`config.mk`:
```
export PLATFORM = sky130hd
export DESIGN_NAME = burst_read_pipeline
export DESIGN_NICKNAME = d
export VERILOG_FILES = /design/src/rtl/burst_read_pipeline.sv
export SDC_FILE = /design/constraint.sdc
export NUM_CORES = 1
export LEC_CHECK = 0
export ABC_AREA = 1
export ABC_CLOCK_PERIOD_IN_PS = 2200
export CAP_MARGIN = 20
export CORE_ASPECT_RATIO = 0.6
export CORE_UTILIZATION = 40
export CTS_CLUSTER_DIAMETER = 100
export CTS_CLUSTER_SIZE = 28
export DETAILED_ROUTE_END_ITERATION = 8
export MAX_ROUTING_LAYER = met4
export PLACE_DENSITY_LB_ADDON = 0.05
export SLEW_MARGIN = 10
export SYNTH_ARGS = -nofsm -noshare
export SYNTH_HDL_FRONTEND = slang
export SYNTH_SLANG_ARGS = --single-unit
```
`constraint.sdc`:
```
create_clock -name clk -period 2.2 [get_ports clk]
set_input_delay 0.22 -clock clk [delete_from_list [all_inputs] [get_ports clk]]
set_output_delay 0.22 -clock clk [all_outputs]
set_load 0.01 [all_outputs]
```
`src/rtl/burst_read_pipeline.sv`:
```
// Burst read engine: turns one {address, length} request into sequential memory reads
// and buffers the returned data in a small FIFO. Define BURST_READ_PIPELINE_CLAMP_EN to clamp bursts to MAX_BURST_LENGTH.
module burst_read_pipeline #(
  parameter int DATA_WIDTH       = 32,
  parameter int ADDR_WIDTH       = 32,
  parameter int MAX_BURST_LENGTH = 4,
  parameter int FIFO_DEPTH       = 4
) (
  input  logic                  clk,
  input  logic                  rst,
  input  logic [ADDR_WIDTH-1:0] u_addr,
  input  logic [7:0]            u_length,
  input  logic                  u_addr_valid,
  output logic                  u_addr_ready,
  output logic [ADDR_WIDTH-1:0] mem_addr,
  output logic                  mem_re,
  input  logic [DATA_WIDTH-1:0] mem_rdata,
  output logic [DATA_WIDTH-1:0] d_data,
  output logic                  d_last,
  output logic                  d_valid,
  input  logic                  d_ready,
  output logic                  busy,
  output logic                  err_len
);

  localparam int PW = $clog2(FIFO_DEPTH);
  localparam int CW = PW + 1;
  localparam logic [CW:0] DEPTH_C = (CW+1)'(FIFO_DEPTH);

  localparam logic [0:0] ST_IDLE  = 1'b0;
  localparam logic [0:0] ST_BURST = 1'b1;

  logic [0:0]                            state_q, state_d;
  logic [ADDR_WIDTH-1:0]                 addr_q, addr_d;
  logic [7:0]                            remaining_q, remaining_d;
  logic                                  pending_q, pending_d;
  logic                                  pending_last_q, pending_last_d;
  logic [FIFO_DEPTH-1:0][DATA_WIDTH-1:0] fifo_data_q, fifo_data_d;
  logic [FIFO_DEPTH-1:0]                 fifo_last_q, fifo_last_d;
  logic [PW-1:0]                         wr_ptr_q, wr_ptr_d;
  logic [PW-1:0]                         rd_ptr_q, rd_ptr_d;
  logic [CW-1:0]                         count_q, count_d;

  logic [7:0] len_load;
  logic [CW:0] credit_sum;
  logic accept, issue, push, pop;

`ifdef BURST_READ_PIPELINE_CLAMP_EN
  localparam logic [7:0] MAX_LEN_M1 = 8'(MAX_BURST_LENGTH - 1);
  logic len_over;
  logic err_len_q, err_len_d;
  assign len_over  = (u_length > MAX_LEN_M1);
  assign len_load  = len_over ? MAX_LEN_M1 : u_length;
  assign err_len_d = accept && len_over;
  always_ff @(posedge clk) begin
    if (rst) err_len_q <= 1'b0;
    else     err_len_q <= err_len_d;
  end
  assign err_len = !rst && err_len_q;
`else
  assign len_load = u_length;
  assign err_len  = 1'b0;
`endif

  // Handshakes: a transfer happens on a rising edge where valid && ready are both high;
  // valid never depends on ready, and d_data/d_last hold while d_valid && !d_ready.
  // A read slot is only granted when the FIFO can absorb it plus the read still in flight.
  always_comb begin
    accept     = u_addr_valid && (state_q == ST_IDLE);
    credit_sum = {1'b0, count_q} + {{CW{1'b0}}, pending_q};
    issue      = (state_q == ST_BURST) && (credit_sum < DEPTH_C);
    push       = pending_q;
    pop        = (count_q != '0) && d_ready;

    state_d        = state_q;
    addr_d         = addr_q;
    remaining_d    = remaining_q;
    pending_d      = issue;
    pending_last_d = issue && (remaining_q == 8'd0);
    fifo_data_d    = fifo_data_q;
    fifo_last_d    = fifo_last_q;
    wr_ptr_d       = wr_ptr_q;
    rd_ptr_d       = rd_ptr_q;
    count_d        = count_q;

    if (accept) begin
      addr_d      = u_addr;
      remaining_d = len_load;
      state_d     = ST_BURST;
    end
    if (issue) begin
      addr_d      = addr_q + ADDR_WIDTH'(1);
      remaining_d = remaining_q - 8'd1;
      if (remaining_q == 8'd0) state_d = ST_IDLE;
    end

    if (push) begin
      fifo_data_d[wr_ptr_q] = mem_rdata;
      fifo_last_d[wr_ptr_q] = pending_last_q;
      wr_ptr_d              = wr_ptr_q + PW'(1);
    end
    if (pop) rd_ptr_d = rd_ptr_q + PW'(1);

    case ({push, pop})
      2'b10:   count_d = count_q + CW'(1);
      2'b01:   count_d = count_q - CW'(1);
      default: count_d = count_q;
    endcase
  end

  always_ff @(posedge clk) begin
    if (rst) begin
      state_q        <= ST_IDLE;
      addr_q         <= '0;
      remaining_q    <= '0;
      pending_q      <= 1'b0;
      pending_last_q <= 1'b0;
      fifo_data_q    <= '0;
      fifo_last_q    <= '0;
      wr_ptr_q       <= '0;
      rd_ptr_q       <= '0;
      count_q        <= '0;
    end else begin
      state_q        <= state_d;
      addr_q         <= addr_d;
      remaining_q    <= remaining_d;
      pending_q      <= pending_d;
      pending_last_q <= pending_last_d;
      fifo_data_q    <= fifo_data_d;
      fifo_last_q    <= fifo_last_d;
      wr_ptr_q       <= wr_ptr_d;
      rd_ptr_q       <= rd_ptr_d;
      count_q        <= count_d;
    end
  end

  // Outputs are forced to their idle values for the whole time rst is high.
  assign u_addr_ready = rst || (state_q == ST_IDLE);
  assign mem_re       = !rst && issue;
  assign mem_addr     = rst ? '0 : addr_q;
  assign d_valid      = !rst && (count_q != '0);
  assign d_data       = rst ? '0 : fifo_data_q[rd_ptr_q];
  assign d_last       = !rst && fifo_last_q[rd_ptr_q];
  assign busy         = !rst && ((state_q != ST_IDLE) || pending_q || (count_q != '0));

endmodule

```
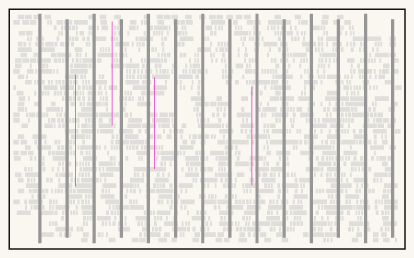
m4.png
Scale: 2 px per um. Supply wires on this layer in gray.
nets with wire on the layer: 2
share of all routed wire: 0.68%
wire length on this layer: 202 um

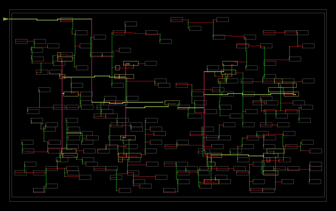
clock_nets.png
Clk Latency, worst-skew pair: 0.44 ns
Clk. pwr: 3.16 mW
clock net sink count: 182
number of clock buffers inserted by TritonCTS: 17
final setup skew: 0.01044 ns

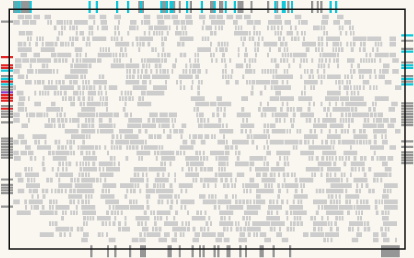
pinout.png
Scale: 2 px per um. Pins as bars across the die edge, other pins in gray.
| color | port | pins | direction | edge |
|---|---|---|---|---|
| cyan | u_addr | 32 | input | 23 top, 6 right, 3 left |
| red | u_length | 8 | input | left |
| purple | mem_re | 1 | output | left |
all pins by edge: 51 top, 35 left, 33 bottom, 27 right

==> flow_summary.ini <==
; implementation run metrics
[critical_path]
critPathCaptureType = output pin
data_required_time_of_the_worst_path_ns = 1.98
timing.critical_path.arrival_ns = 1.92
crit_slowest_cell = clkdlybuf4s50_1
cp_slowest_stage_delay_ns = 0.56
critical_path.cell_chain = inv_2 -> nor2_4 -> nand2_2 -> nor2_2 -> clkdlybuf4s50_1

[logic_synthesis]
basic_gates_by_area = 0.3484
postSynthRegisterBits = 182
ys_sh_xor = 0.001917
synth_area_per_cell_sq_um = 6.303
fp_nets = 1535
synthArstFlopShare = 0
yosys-mux-area-fraction = 0.001095
netlist_area_sq_mm = 0.009139
top_cell_area_share = 0.3987
yosys-top-cells-area = dfxtp_1, nor2_1, o21ai_0
synth.lib_cells_used.distinct = 33
enable_flop_cells = 0
synth.cellmix.adderShare = 0.01314
common_cells = nor2_1, o21ai_0, nand2_1

[finish]
nonClockBufferCount = 182
non_clock_buffer_contribution_to_total_cell_area = 0.1571
lay_top_count = nor2_1
finish.instance_area_sq_mm = 0.01159
seqAreaFraction = 0.3148
antenna_diode_count = 0
nets = 1652
fraction_of_area_in_multi_input_gates = 0.4198
clock_tree_area_fraction = 0.05205
finalNonFillerCells = 1888
area_dominant_class = logic gates

[pwr]
p_int_mw = 6.321
cellLeakagePower_nw = 4.554
pwr_density_cell_mw_per_mm2 = 802.0
switching_share = 0.3197
vdd_ir_drop_max_mv = 0.5441
power_leader = sequential cells
total_switching_power_mw = 2.971
power_frac_clock = 0.340

[final_timing]
grt_setup_unrepaired = false
setup_violating_endpoint_count_in_the_final_report = 0
finalCriticalPeriod_ns = 2.143
slew_viol_final = 0
fin_hold_ws_ns = 0.1913
period_used_share = 0.9742
worst_slack_ns = 0.05675

[placed_design]
placed_area_sq_mm = 0.01093
place_ws_ns = 0.1831
numPlacedInstances = 1853
io_buffers = 144
hpwl_um = 19950

[floorplanning]
floorplan.rows = 42
floorplan.die.height_um = 119.1
ioPinCount = 146
tapcell.inserted = 308
die.size.x_um = 197.1

[clock_network]
clk_pin_slew_ns = 0.06
cts_tree = built
post_cts_resize_count = 38
ctsHtreeMaxLevel = 4

[hold_path]
hold_class = in2reg

[global_route]
first_global_vias = 8406
grt.total_usage = 0.2638
antenna_found_initial = 0
pin_count_of_the_biggest_net_entering_global_routing = 128

[route]
via_count = 9426
route.final.wire_length_um = 29490

[run]
max-cap-violations = 0

[status]
result_of_the_run = completed
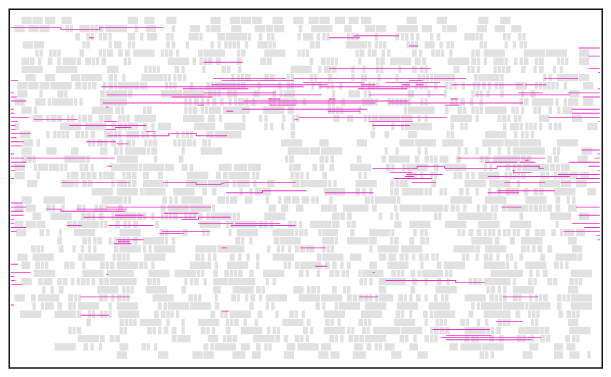
m3.png
Scale: 3 px per um.
longest straight run: 90.6 um
wire length on this layer: 2210 um
nets with wire on the layer: 141
share of all routed wire: 7.5%

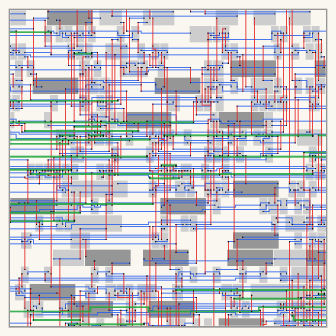
closeup.png
Region (123, 64) to (173, 114) um. Cells in gray, sequential cells in the stronger gray; small squares are vias.
| color | layer |
|---|---|
| red | M2 |
| blue | M1 |
| green | M3 |
most frequent: nand2_1 (66), nor2_1 (59), dfxtp_1 (16)
netlist names of flops here include: addr_q (9), fifo_data_q (7)
sequential cells in the window: 16
cells with their middle in the window: 207

-- routing by layer --
metal | track usage | share of wire
met5 | - | 0
met4 | 0.05475 | 0.0068
met3 | 0.06089 | 0.075
met2 | 0.3403 | 0.38
met1 | 0.4060 | 0.54
-- final timing paths --
path | cells after the start | start | slack [ns] | endpoint
worst max-delay path | 5 | state_q | 0.06 | mem_re
worst min-delay path | 2 | rst | 0.19 | remaining_q[3]
worst max register to register | 7 | pending_q | 0.33 | addr_q[11]
worst min register to register | 2 | fifo_data_q[118] | 0.48 | fifo_data_q[118]
-- state kept, by name, indices dropped and copies added (netlist names) --
name            cells
state_q             1
addr_q             32
wr_ptr_q            2
fifo_last_q         4
remaining_q         8
rd_ptr_q            2
fifo_data_q       128
count_q             3
pending_last_q      1
pending_q           1
Power and IR drop assume default switching activity.
